### Metal 2

(10 px per micron) Cells faint in the background.
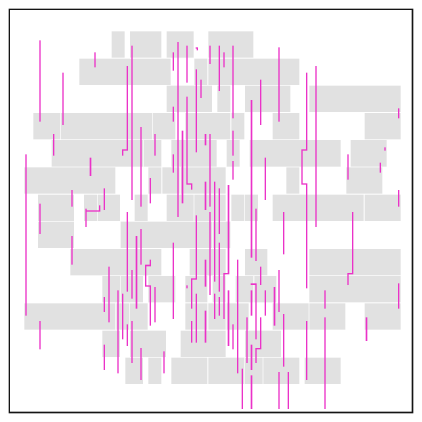
### Wiring by layer

(12 px per micron) Only two layers are drawn.
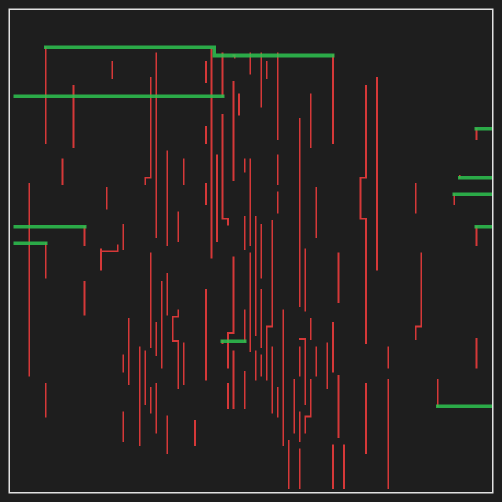
### Clock routing

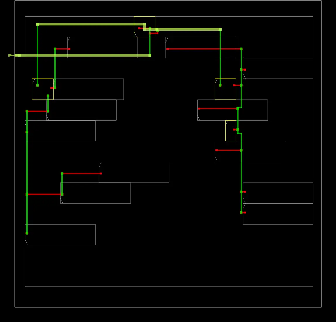
### I/O nets highlighted

(10 px per micron)
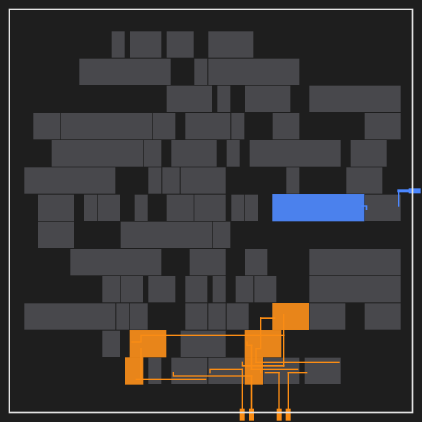
### Close-up of the layout

Window x 20 to 40, y 20 to 40 microns. Cells in gray, sequential cells in the stronger gray; small squares are vias.
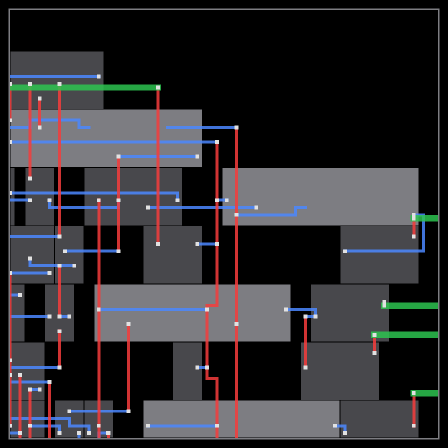
`config.mk`:
```
export PLATFORM = sky130hd
export DESIGN_NAME = piso_shift_tx
export DESIGN_NICKNAME = d
export VERILOG_FILES = /design/src/rtl/piso_pkg.sv /design/src/rtl/piso_bit_cnt.sv /design/src/rtl/piso_shift_tx.sv
export SDC_FILE = /design/constraint.sdc
export NUM_CORES = 1
export LEC_CHECK = 0
export ABC_CLOCK_PERIOD_IN_PS = 1740
export CAP_MARGIN = 10
export CORE_UTILIZATION = 45
export CTS_CLUSTER_DIAMETER = 150
export DETAILED_ROUTE_END_ITERATION = 16
export PLACE_DENSITY_LB_ADDON = 0.1
export SETUP_SLACK_MARGIN = 0.05
export SLEW_MARGIN = 30
export SYNTH_ARGS = -nofsm -noshare
export SYNTH_HDL_FRONTEND = slang
export SYNTH_SLANG_ARGS = --single-unit
export TNS_END_PERCENT = 20
```
`constraint.sdc`:
```
create_clock -name clk -period 1.74 [get_ports clk]
set_input_delay 0.348 -clock clk [delete_from_list [all_inputs] [get_ports clk]]
set_output_delay 0.348 -clock clk [all_outputs]
set_load 0.02 [all_outputs]
```
`src/rtl/piso_pkg.sv`:
```
// Shared types and constants for the parallel-in serial-out transmitter.
// Optional feature macro: PISO_PARITY_EN adds an even-parity bit after each word.
package piso_pkg;

`ifdef PISO_PARITY_EN
   typedef enum logic [1:0] {
      IDLE   = 2'd0,
      SHIFT  = 2'd1,
      PARITY = 2'd2
   } state_t;
`else
   typedef enum logic [1:0] {
      IDLE  = 2'd0,
      SHIFT = 2'd1
   } state_t;
`endif

   // Bit-order selector values; the receiver uses the same encoding.
   localparam logic DIR_LSB_FIRST = 1'b0;
   localparam logic DIR_MSB_FIRST = 1'b1;

endpackage

```
`src/rtl/piso_bit_cnt.sv`:
```
// Bit-position counter for the serial transmitter.
// Counts the data bit currently on the serial line and flags the final
// position (TERM) as well as the position just before it, so the owner can
// register its end-of-word outputs one cycle ahead.
module piso_bit_cnt #(
   parameter int CNT_W = 3,
   parameter int TERM  = 3
) (
   input  logic clk,
   input  logic rst,
   input  logic clear,
   input  logic en,
   output logic last,
   output logic near_last
);

   localparam logic [CNT_W-1:0] TERM_CNT = CNT_W'(TERM);
   localparam logic [CNT_W-1:0] PRE_CNT  = CNT_W'(TERM - 1);

   logic [CNT_W-1:0] cnt;

   // Up-counter; clear wins over enable so a new word always restarts at zero.
   always_ff @(posedge clk or negedge rst) begin
      if (!rst) begin
         cnt <= '0;
      end else if (clear) begin
         cnt <= '0;
      end else if (en) begin
         cnt <= cnt + CNT_W'(1);
      end
   end

   assign last      = (cnt == TERM_CNT);
   assign near_last = (cnt == PRE_CNT);

endmodule

```
`src/rtl/piso_shift_tx.sv`:
```
// Parallel-in serial-out transmitter.
// Accepts one word per valid/ready handshake and shifts it out one bit per
// clock, MSB-first or LSB-first as selected at accept time. All outputs are
// registered; the first bit appears the cycle after the accepting edge.
// Optional feature macro: PISO_PARITY_EN appends an even-parity bit cycle.
module piso_shift_tx
   import piso_pkg::*;
#(
   parameter int WIDTH = 4,
   parameter int CNT_W = $clog2(WIDTH + 1)
) (
   input  logic             clk,
   input  logic             rst,
   input  logic [WIDTH-1:0] din,
   input  logic             load_valid,
   output logic             load_ready,
   input  logic             rl_mode,
   output logic             sout,
   output logic             sout_valid,
   output logic             busy,
   output logic             done
);

   state_t           state;
   logic [WIDTH-1:0] sreg;
   logic             dir;
   logic             accept;
   logic             cnt_en;
   logic             cnt_last;
   logic             cnt_near_last;
   logic             load_bit;
   logic [WIDTH-1:0] load_sreg;
   logic             shift_bit;
   logic [WIDTH-1:0] shift_sreg;
`ifdef PISO_PARITY_EN
   logic             parity_bit;
`endif

   assign accept = load_valid & load_ready;
   assign cnt_en = (state == SHIFT) && !cnt_last;

   piso_bit_cnt #(
      .CNT_W (CNT_W),
      .TERM  (WIDTH - 1)
   ) u_bit_cnt (
      .clk       (clk),
      .rst       (rst),
      .clear     (accept),
      .en        (cnt_en),
      .last      (cnt_last),
      .near_last (cnt_near_last)
   );

   // First bit and remaining-bit image for a freshly accepted word, plus the
   // next bit and shifted image for a word already in flight.
   always_comb begin
      load_bit   = 1'b0;
      load_sreg  = '0;
      shift_bit  = 1'b0;
      shift_sreg = '0;
      if (rl_mode == DIR_MSB_FIRST) begin
         load_bit  = din[WIDTH-1];
         load_sreg = {din[WIDTH-2:0], 1'b0};
      end else begin
         load_bit  = din[0];
         load_sreg = {1'b0, din[WIDTH-1:1]};
      end
      if (dir == DIR_MSB_FIRST) begin
         shift_bit  = sreg[WIDTH-1];
         shift_sreg = {sreg[WIDTH-2:0], 1'b0};
      end else begin
         shift_bit  = sreg[0];
         shift_sreg = {1'b0, sreg[WIDTH-1:1]};
      end
   end

   // Control FSM with registered outputs; end-of-word flags are set one edge
   // early so done and load_ready line up with the final bit on the wire.
   always_ff @(posedge clk or negedge rst) begin
      if (!rst) begin
         state      <= IDLE;
         sreg       <= '0;
         dir        <= DIR_LSB_FIRST;
         sout       <= 1'b0;
         sout_valid <= 1'b0;
         busy       <= 1'b0;
         done       <= 1'b0;
         load_ready <= 1'b0;
`ifdef PISO_PARITY_EN
         parity_bit <= 1'b0;
`endif
      end else begin
         done <= 1'b0;
         if (accept) begin
            state      <= SHIFT;
            dir        <= rl_mode;
            sreg       <= load_sreg;
            sout       <= load_bit;
            sout_valid <= 1'b1;
            busy       <= 1'b1;
            load_ready <= 1'b0;
`ifdef PISO_PARITY_EN
            parity_bit <= ^din;
`endif
         end else begin
            case (state)
               IDLE: begin
                  sout       <= 1'b0;
                  sout_valid <= 1'b0;
                  busy       <= 1'b0;
                  load_ready <= 1'b1;
               end
               SHIFT: begin
                  if (cnt_last) begin
`ifdef PISO_PARITY_EN
                     state      <= PARITY;
                     sout       <= parity_bit;
                     sout_valid <= 1'b1;
                     busy       <= 1'b1;
                     done       <= 1'b1;
                     load_ready <= 1'b1;
`else
                     state      <= IDLE;
                     sout       <= 1'b0;
                     sout_valid <= 1'b0;
                     busy       <= 1'b0;
                     load_ready <= 1'b1;
`endif
                  end else begin
                     sreg       <= shift_sreg;
                     sout       <= shift_bit;
                     sout_valid <= 1'b1;
                     busy       <= 1'b1;
`ifdef PISO_PARITY_EN
                     load_ready <= 1'b0;
`else
                     done       <= cnt_near_last;
                     load_ready <= cnt_near_last;
`endif
                  end
               end
`ifdef PISO_PARITY_EN
               PARITY: begin
                  state      <= IDLE;
                  sout       <= 1'b0;
                  sout_valid <= 1'b0;
                  busy       <= 1'b0;
                  load_ready <= 1'b1;
               end
`endif
               default: begin
                  state      <= IDLE;
                  sout       <= 1'b0;
                  sout_valid <= 1'b0;
                  busy       <= 1'b0;
                  load_ready <= 1'b1;
               end
            endcase
         end
      end
   end

endmodule

```
==> flow_metrics.env <==
# flow metrics
export IMPL_antenna_found_initial=0
export IMPL_row_count=13
export IMPL_ys_ff=13
export IMPL_die_w_microns=40.2
export IMPL_cts_hold_repair_buffers=0
export IMPL_grt_pass1_vias=455
export IMPL_drv_cap=0
export IMPL_required_ns=1.94
export IMPL_ys_sh_mux_pct=6.11
export IMPL_syn_area_sq_um=656
export IMPL_status="finished, final reports clean"
export IMPL_ys_cells=64
export IMPL_p_clk_mw=0.174
export IMPL_cp_max_fo=8
export IMPL_grt_max_degree=15
export IMPL_overflow=0
export IMPL_ys_sh_simple_pct=16.2
export IMPL_syn2layout_area_growth_pct=21.9
export IMPL_met1_usage_pct=24.9
export IMPL_min_period_over_period_pct=92.7
export IMPL_place_congestion=0.769
export IMPL_pg_seq_mw=0.569
export IMPL_busiest_layer="met2"
export IMPL_slew_headroom_pct=62.2
export IMPL_htree_num_levels=1
export IMPL_clk_share_pct=3.29
export IMPL_drc=0
export IMPL_end_kind="flop"
export IMPL_netlist_instances=64
export IMPL_seq_share_pct=40.7
export IMPL_startpoint="u_bit_cnt.cnt[0]"
export IMPL_rsz0062_at_grt="true"
export IMPL_drt_first_iter_violations=17
export IMPL_met3_usage_pct=8.33
export IMPL_p_comb_mw=0.663
-- 'Metal 2' (at the start) --
- share of all routed wire: 43%
- main direction: vertical
drt total wl: 1130 microns
grt met2 use: 28.2%
via count: 479

-- 'Wiring by layer' (at the start) --
- green: M3 (wire length 64.2 microns)
- red: M2 (wire length 492 microns)

-- 'Clock routing' (at the start) --
worst skew pair latency: 0.27 ns
clk sinks: 13

-- 'I/O nets highlighted' (at the start) --
- blue: sout (bits 1; direction output; edge east; end cells 1; buffers 1; wire 3.50 microns)
- orange: din (bits 4; direction input; edge south; end cells 5; buffers 4; wire 87.3 microns)

-- 'Close-up of the layout' (at the start) --
- green: M3
- red: M2
- blue: M1
- sequential cells in the window: 4
- most frequent: dfrtp_1 (4), clkdlybuf4s50_1 (4), nand2_1 (3)
- cells with their middle in the window: 18

## worst max-delay path, stage by stage (launching register included)
cell	delay (ns)
dfrtp_1	0.41
ha_1	0.21
ha_1	0.20
and2b_1	0.40
nand2_1	0.14
nor3b_2	0.19
## per-stage QoR
step | util [%] | area [sq um] | std cells | hold slack, ns | worst slack (ns)
floorplan | - | 656 | 64 | 0.0524 | 0.317
global placement | 57.4 | 766 | 86 | 0.463 | 0.181
detailed placement | 57.4 | 766 | 86 | 0.466 | 0.130
CTS | 59.4 | 792 | 90 | 0.460 | 0.102
global route | 59.9 | 800 | 90 | 0.474 | 0.0173
finish | 59.9 | 800 | 90 | 0.439 | 0.127
## per-layer routing
metal / part of all wire (%) / vias up
li1: - / 242
met1: 51 / 224
met2: 43 / 13
met3: 5.7 / 0
met4: 0 / 0
met5: 0 / -
